Cell placement:
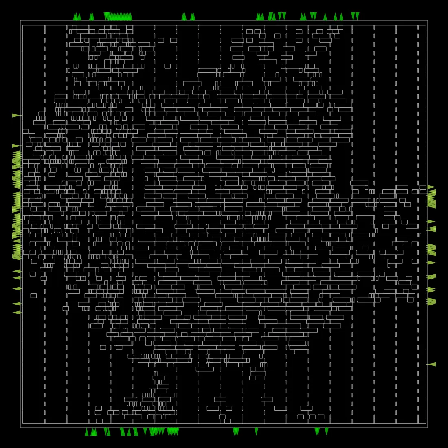
Signal wires on met3:
The bar under the picture is 100 um long.
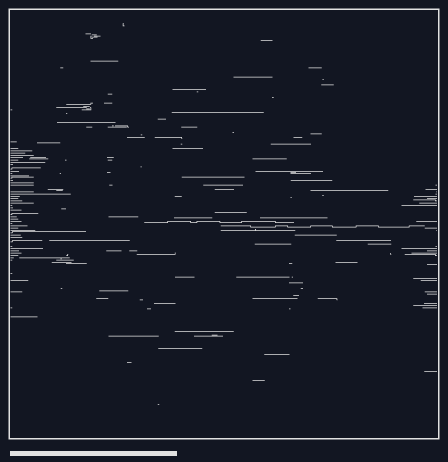
Met2 routing:
Cells faint in the background.
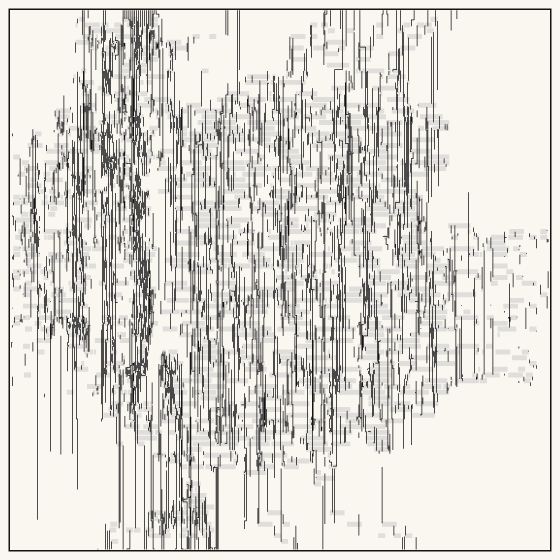
<file path="config.mk">
export PLATFORM = sky130hd
export DESIGN_NAME = result_collector
export DESIGN_NICKNAME = d
export VERILOG_FILES = /design/src/rtl/result_collector_pkg.sv /design/src/rtl/result_collector.sv
export SDC_FILE = /design/constraint.sdc
export NUM_CORES = 1
export LEC_CHECK = 0
export CAP_MARGIN = 20
export CORE_UTILIZATION = 25
export DETAILED_ROUTE_END_ITERATION = 10
export GPL_TIMING_DRIVEN = 0
export PLACE_DENSITY = 0.48
export SLEW_MARGIN = 0
export SYNTH_ARGS = -nofsm -noshare
export SYNTH_HDL_FRONTEND = slang
export SYNTH_SLANG_ARGS = --single-unit
</file>
<file path="constraint.sdc">
create_clock -name clk -period 5.5 [get_ports clk]
set_clock_uncertainty 0.1 [all_clocks]
set_input_delay 1.1 -clock clk [delete_from_list [all_inputs] [get_ports clk]]
set_output_delay 1.1 -clock clk [all_outputs]
set_load 0.005 [all_outputs]
</file>
<file path="src/rtl/result_collector_pkg.sv">
// Shared definitions for the matrix datapath: collector FSM encoding, default geometry and
// the BRAM region map used by the loader, flow controller and result collector.
package result_collector_pkg;

  typedef enum logic [1:0] {
    StIdle    = 2'd0,
    StCapture = 2'd1,
    StDone    = 2'd2
  } rc_state_e;

  localparam int unsigned DefNumResults = 9;
  localparam int unsigned DefAddrW      = 8;
  localparam int unsigned DefDataW      = 32;

  // BRAM word map: operand A, operand B, then the product region.
  localparam int unsigned ABaseAddr   = 0;
  localparam int unsigned BBaseAddr   = 9;
  localparam int unsigned ResBaseAddr = 18;

  localparam int unsigned DefBaseAddr = ResBaseAddr;

endpackage

</file>
<file path="src/rtl/result_collector.sv">
// Captures a stream of matrix-product words into the BRAM result region, keeps a local copy
// for readback, and tracks count, checksum, completion and late-beat overflow.
module result_collector
  import result_collector_pkg::*;
#(
  parameter int unsigned NUM_RESULTS = DefNumResults,
  parameter int unsigned BASE_ADDR   = DefBaseAddr,
  parameter int unsigned ADDR_W      = DefAddrW,
  parameter int unsigned DATA_W      = DefDataW
) (
  input  logic              clk,
  input  logic              reset,
  input  logic              clear,
  input  logic [DATA_W-1:0] in_data,
  input  logic              in_valid,
  output logic [ADDR_W-1:0] bram_addr,
  output logic [DATA_W-1:0] bram_data,
  output logic              bram_we,
  input  logic              rd_en,
  input  logic [3:0]        rd_idx,
  output logic [DATA_W-1:0] rd_data,
  output logic              rd_valid,
  output logic              rd_err,
  output logic [3:0]        count,
  output logic [DATA_W-1:0] checksum,
  output logic              done,
  output logic              overflow
);

  localparam logic [3:0] LastIdx = 4'(NUM_RESULTS - 1);

  rc_state_e         state_q, state_d;
  logic [3:0]        count_q, count_d;
  logic [DATA_W-1:0] checksum_q, checksum_d;
  logic              done_q, done_d;
  logic              overflow_q, overflow_d;
  logic              we_q, we_d;
  logic [ADDR_W-1:0] addr_q, addr_d;
  logic [DATA_W-1:0] data_q, data_d;
  logic              accept;

  logic [DATA_W-1:0] buffer_q [NUM_RESULTS];

  logic [DATA_W-1:0] rd_data_q, rd_data_d;
  logic              rd_valid_q, rd_err_q, rd_err_d;

  always_comb begin
    state_d    = state_q;
    count_d    = count_q;
    checksum_d = checksum_q;
    done_d     = done_q;
    overflow_d = overflow_q;
    we_d       = 1'b0;
    addr_d     = addr_q;
    data_d     = data_q;
    accept     = 1'b0;

    if (clear) begin
      state_d    = StIdle;
      count_d    = '0;
      checksum_d = '0;
      done_d     = 1'b0;
      overflow_d = 1'b0;
    end else begin
      unique case (state_q)
        StIdle, StCapture: begin
          if (in_valid) begin
            accept     = 1'b1;
            we_d       = 1'b1;
            addr_d     = ADDR_W'(BASE_ADDR) + ADDR_W'(count_q);
            data_d     = in_data;
            count_d    = count_q + 4'd1;
            checksum_d = checksum_q + in_data;
            if (count_q == LastIdx) begin
              state_d = StDone;
              done_d  = 1'b1;
            end else begin
              state_d = StCapture;
            end
          end
        end
        StDone: begin
          if (in_valid) overflow_d = 1'b1;
        end
        default: state_d = StIdle;
      endcase
    end
  end

  always_ff @(posedge clk) begin
    if (reset) begin
      state_q    <= StIdle;
      count_q    <= '0;
      checksum_q <= '0;
      done_q     <= 1'b0;
      overflow_q <= 1'b0;
      we_q       <= 1'b0;
      addr_q     <= '0;
      data_q     <= '0;
    end else begin
      state_q    <= state_d;
      count_q    <= count_d;
      checksum_q <= checksum_d;
      done_q     <= done_d;
      overflow_q <= overflow_d;
      we_q       <= we_d;
      addr_q     <= addr_d;
      data_q     <= data_d;
    end
  end

  // Buffer has no reset; it survives clear so a finished product stays readable.
  always_ff @(posedge clk) begin
    if (!reset && accept) begin
      buffer_q[count_q] <= in_data;
    end
  end

  always_comb begin
    rd_data_d = '0;
    rd_err_d  = 1'b0;
    if (rd_en) begin
      if (32'(rd_idx) >= NUM_RESULTS) begin
        rd_err_d = 1'b1;
      end else begin
        rd_data_d = buffer_q[rd_idx];
      end
    end
  end

  always_ff @(posedge clk) begin
    if (reset) begin
      rd_data_q  <= '0;
      rd_valid_q <= 1'b0;
      rd_err_q   <= 1'b0;
    end else begin
      rd_data_q  <= rd_data_d;
      rd_valid_q <= rd_en;
      rd_err_q   <= rd_err_d;
    end
  end

  assign bram_addr = addr_q;
  assign bram_data = data_q;
  assign bram_we   = we_q;
  assign rd_data   = rd_data_q;
  assign rd_valid  = rd_valid_q;
  assign rd_err    = rd_err_q;
  assign count     = count_q;
  assign checksum  = checksum_q;
  assign done      = done_q;
  assign overflow  = overflow_q;

endmodule

</file>
==> results.toml <==
# flow metrics
[global_route]
grt_max_degree = 23
grt.overflow.total = 0

[cells_and_area]
drive_gt1_share_pct = 13.5

[status]
outcome = "complete, no violations"

[clock_tree]
clock_sinks = 401
clk_latency_ns = 0.58
cts_buffer_depth = 3
numCtsBuffers = 47
cts_root_buffer = "clkbuf_16"
cts_setup_buffers = 0
htree_num_levels = 2

[timing]
finalHoldViolCount = 0
clock.fmax_ghz = 0.226
relSlewSlack_pct = 34.4

[synth]
yosys_warnings = 0
largest_area_cell = "edfxtp_1"
top_cells_by_count = "288 x edfxtp_1, 132 x nand2_1, 123 x a21oi_1, 113 x dfxtp_1, 93 x nor2_1"
yosys.area_share.aoi_pct = 8.39
ys_sh_mux_pct = 10.9
numSynthFlops = 401
ys_area_mm2 = 0.0161

[power]
p_comb_share_pct = 7.6
leakagePower_nw = 7.04
clockPowerShare_pct = 45.4
switching_share_pct = 22.9
p_seq_share_pct = 47.0

[floorplan]
ios = 154
core_area_mm2 = 0.0634

[setup_path]
reg2reg_depth = 10
reg2reg_to = "checksum[26]"
critPathArrivalTime_ns = 4.80
cpMaxStageDelayCell = "clkdlybuf4s50_1"
critical_path_depth = 11

[hold_path]
min_path_cells = 2
About 'cell placement':
FP Rows: 92
Well-Tap Cells: 846
FILL cells: 6,220
Core Util, Final: 32.3%

About 'signal wires on met3':
131 nets have wire on it. The wires run mostly horizontal. The longest straight run is 54.7 um. The layer holds 4.8% of the routed length. The layer carries 2,220 um of wire.
DR vias: 9,936
Routed WL: 45,900 um

About 'met2 routing':
The longest straight run is 98.8 um. The layer carries 21.0 mm of wire.
met2 Use GR: 22.2%

worst min path at each step:
stage | from | end
detailed placement | bram_data[12] | bram_data[12]
global route | bram_data[0] | bram_data[0]
global placement | bram_data[21] | bram_data[21]
floorplan | buffer_q[8][30] | rd_data[30]
finish | bram_data[7] | bram_data[7]
CTS | bram_data[12] | bram_data[12]
routing by layer:
layer  routed length (um)  share of wire [%]  track usage [%]  up-vias
li1                     -                  -                -     4624
met1                21500                 47             19.4     4988
met2                21000                 46             22.2      250
met3                 2220                4.8             2.60       74
met4                 1140                2.5             4.57        0
met5                    0                  0                0        -
final cells by class:
type | count | area (um2) | area share [%]
Buffer | 52 | 223 | 1.09
Sequential cell | 401 | 10900 | 53.3
Multi-Input combinational cell | 651 | 4980 | 24.3
Clock buffer | 56 | 1250 | 6.12
Tap cell | 846 | 1060 | 5.17
Inverter | 9 | 33.8 | 0.165
Antenna cell | 2 | 5.00 | 0.0245
Clock inverter | 31 | 323 | 1.58
Timing Repair Buffer | 158 | 1670 | 8.18
power groups by stage:
stage                     combinational, mW  sequential [mW]  clock, mW
after floorplan                       0.286             3.36          0
after global routing                  0.586             3.30       3.38
after detailed placement              0.538             3.37          0
final                                 0.530             3.30       3.18
after global placement                0.533             3.37          0
after CTS                             0.541             3.30       3.27
tightest hold or removal path: cells and delay by family (launching register included):
kind / cells / cell delay, ns
flip-flops: 1 / 0.30
AND-OR/OR-AND: 1 / 0.05
AND/OR/NAND/NOR: 1 / 0.05
cell families (layout without fill, tap and decap cells):
group           Yosys count  count (layout)
simple gates            270             270
flops                   401             401
other cells               1               4
xor+xnor                 27              27
compound gates          218             218
buf+inv                  61             306
mux                      96              96
fa+ha+maj                38              38
placed cells by master, fill, tap and decap left out, drive strengths merged, types with 27 or more instances in the layout:
cell,netlist,final
edfxtp,288,288
clkbuf,35,91
ha,37,37
dfxtp,113,113
nor2,93,93
nand2,133,133
clkdlybuf4s50,0,148
mux2i,32,32
mux4,64,64
buf,17,27
a21oi,124,124
metrics by stage:
step / hold WS [ns] / setup WS (ns) / instances / setup TNS (ns)
after floorplan: 0.347 / 1.99 / 1113 / 0
after global placement: 0.346 / -0.484 / 2107 / -15.31
after detailed placement: 0.347 / 0.510 / 2116 / 0
after CTS: 0.355 / 1.10 / 2203 / 0
after global routing: 0.377 / 0.938 / 2204 / 0
final: 0.353 / 1.07 / 2206 / 0
state kept, by name (all words and copies together) (netlist names):
signal	count
bram_data	32
buffer_q	288
rd_data	32
state_q	2
checksum	32
overflow	1
bram_addr	6
done	1
count	4
bram_we	1
rd_valid	1
rd_err	1
Power is estimated from default activity; no workload was simulated.
